==> config.mk <==
export PLATFORM = sky130hd
export DESIGN_NAME = rotation_cmd_parser
export DESIGN_NICKNAME = d
export VERILOG_FILES = /design/src/rtl/rotation_cmd_parser.sv
export SDC_FILE = /design/constraint.sdc
export NUM_CORES = 1
export LEC_CHECK = 0
export CELL_PAD_IN_SITES_DETAIL_PLACEMENT = 0
export CELL_PAD_IN_SITES_GLOBAL_PLACEMENT = 1
export CORE_ASPECT_RATIO = 1.25
export CORE_UTILIZATION = 25
export CTS_BUF_LIST = sky130_fd_sc_hd__clkbuf_16
export CTS_CLUSTER_SIZE = 30
export DETAILED_ROUTE_END_ITERATION = 10
export PLACE_DENSITY_LB_ADDON = 0.1
export RECOVER_POWER = 25
export SKIP_CTS_REPAIR_TIMING = 1
export SYNTH_ARGS = -nofsm -noshare
export SYNTH_HDL_FRONTEND = slang
export SYNTH_SLANG_ARGS = --single-unit
==> constraint.sdc <==
create_clock -name clk_i -period 4.16 [get_ports clk_i]
set_input_delay 0.624 -clock clk_i [delete_from_list [all_inputs] [get_ports clk_i]]
set_output_delay 0.624 -clock clk_i [all_outputs]
set_load 0.01 [all_outputs]
Fig. 1: ports around the boundary
Pins as bars across the die edge, other pins in gray.
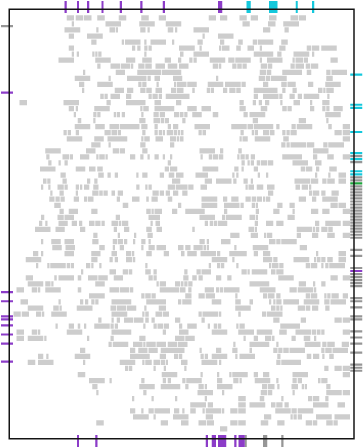
[cmd_distance_o] purple | pins: 32 | direction: output | edge: 13 bottom, 9 left, 9 top, 1 right
[err_count_o] cyan | pins: 16 | direction: output | edge: 8 right, 8 top
[cmd_valid_o] green | pins: 1 | direction: output | edge: right
all pins by edge: 52 right, 17 bottom, 17 top, 10 left
port bufs: 95
Vert. Die Dim: 193 um
width of the die: 154 um

Fig. 2: cell classes on the final placement
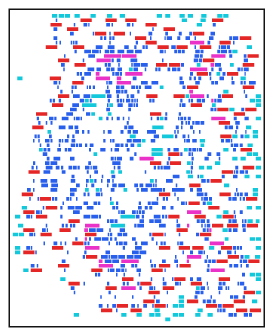
[clock drivers and dummy loads] magenta | cells: 32 | share of their area: 6.7%
[remaining logic cells] blue | cells: 726 | share of their area: 52%
[registers] red | cells: 118 | share of their area: 26%
[remaining buffers and delay cells] cyan | cells: 137 | share of their area: 15%
# rows: 69
final core occ: 33.5%
post-route design area: 9540 um^2
Core Footprint: 28,500 um^2
flop share of the area: 24.8%

==> results.yml <==
# generated from flow reports
critical_path:
  r2r_cells: 13
  crit_path_max_fanout: 6
  cp.required_ns: 4.48
  reg2reg_slack_ns: 0.43
  critPathKind: "input pin to flop"
  crit_path_frequent_cell: "inv_1"
  cp_top_family: "AND-OR/OR-AND gates"
  cp_num_cells: 17
  crit_path_max_incr_delay_ns: 0.56
  worst_setup_path_end_kind: "flop"
  slowest_stage: "fa_2"
pwr:
  powerClk_mw: 1.58
  leakagePower_nw: 4.02
  fin_total_pwr_mw: 2.92
  power_leader: "clock"
  p_comb_uw: 186
  powerDensity_nw_per_um2: 306
  peakVddDrop_mv: 0.171
  pwr-share-seq_pct: 39.7
  seq_power_mw: 1.16
  pwr-share-clk_pct: 53.9
detailed_routing:
  drc: 0
  routed-wl-met3_um: 684
  vias: 6645
  dr.pass1.iters: 4
  ant_nets: 0
  top_layer_used: "met4"
  wl_per_cell_um: 16.4
  drt-vias-per-instance: 4.86
  dr_wl_met2_mm: 11.2
final_timing:
  max_freq_mhz: 254
  slew_viol_final: 0
  fin_hold_ws_ns: 0.461
  final-setup-viol-count: 0
  final.setup.worst_slack_ns: 0.220
global_routing:
  grt_pass1_vias: 6722
  grtUsageMet2_pct: 27.6
  antenna_found_initial: 0
  grt_use_met1_pct: 18.2
  grt_max_degree: 81
cells_and_area:
  logic_gates: 713
  largest_cell_class: "multi-input combinational cells"
  n_all_buffers: 137
  antenna_cells: 0
  final_cell_mix: "nand2_1 (146), dfxtp_1 (118), ha_1 (65)"
  comb_share_pct: 49.1
  buf_share_pct: 14.5
  stdcell_count: 1368
  flop_area_um2: 2360
floorplanning:
  core_util_floorplan_pct: 25.5
  chipArea_um2: 29700
  ios: 96
synth:
  synth_area_per_cell_um2: 8.16
  yosys_warnings: 0
  synthAoiAreaFrac_pct: 18.1
  synth_top_cell_by_count: "nand2_1"
  synthMuxAreaShare_pct: 0.965
  synth_cell_type_count: 62
  synthTopCellsByArea: "dfxtp_1 (33%), ha_1 (11%), nand2_1 (7.5%)"
  logic_family: "simple AND/OR/NAND/NOR gates"
  ys_sh_adder_pct: 11.7
  postSynthSeqShare_pct: 32.5
  yosys_area_um2: 7260
place:
  place_area_um2: 8760
  dp_hpwl_mm: 16.1
  dp.cells: 1329
  dp_slack_ns: -0.449
worst_hold_path:
  worstHoldPathCells: 2
clocking:
  clock-sinks: 118
  htree_levels: 4
  cts.path.max_buffers: 2
  cts_tree: "yes"
outcome:
  outcome: "complete, no violations"
Power figures rest on the tool's default switching activity, not on a simulated workload.
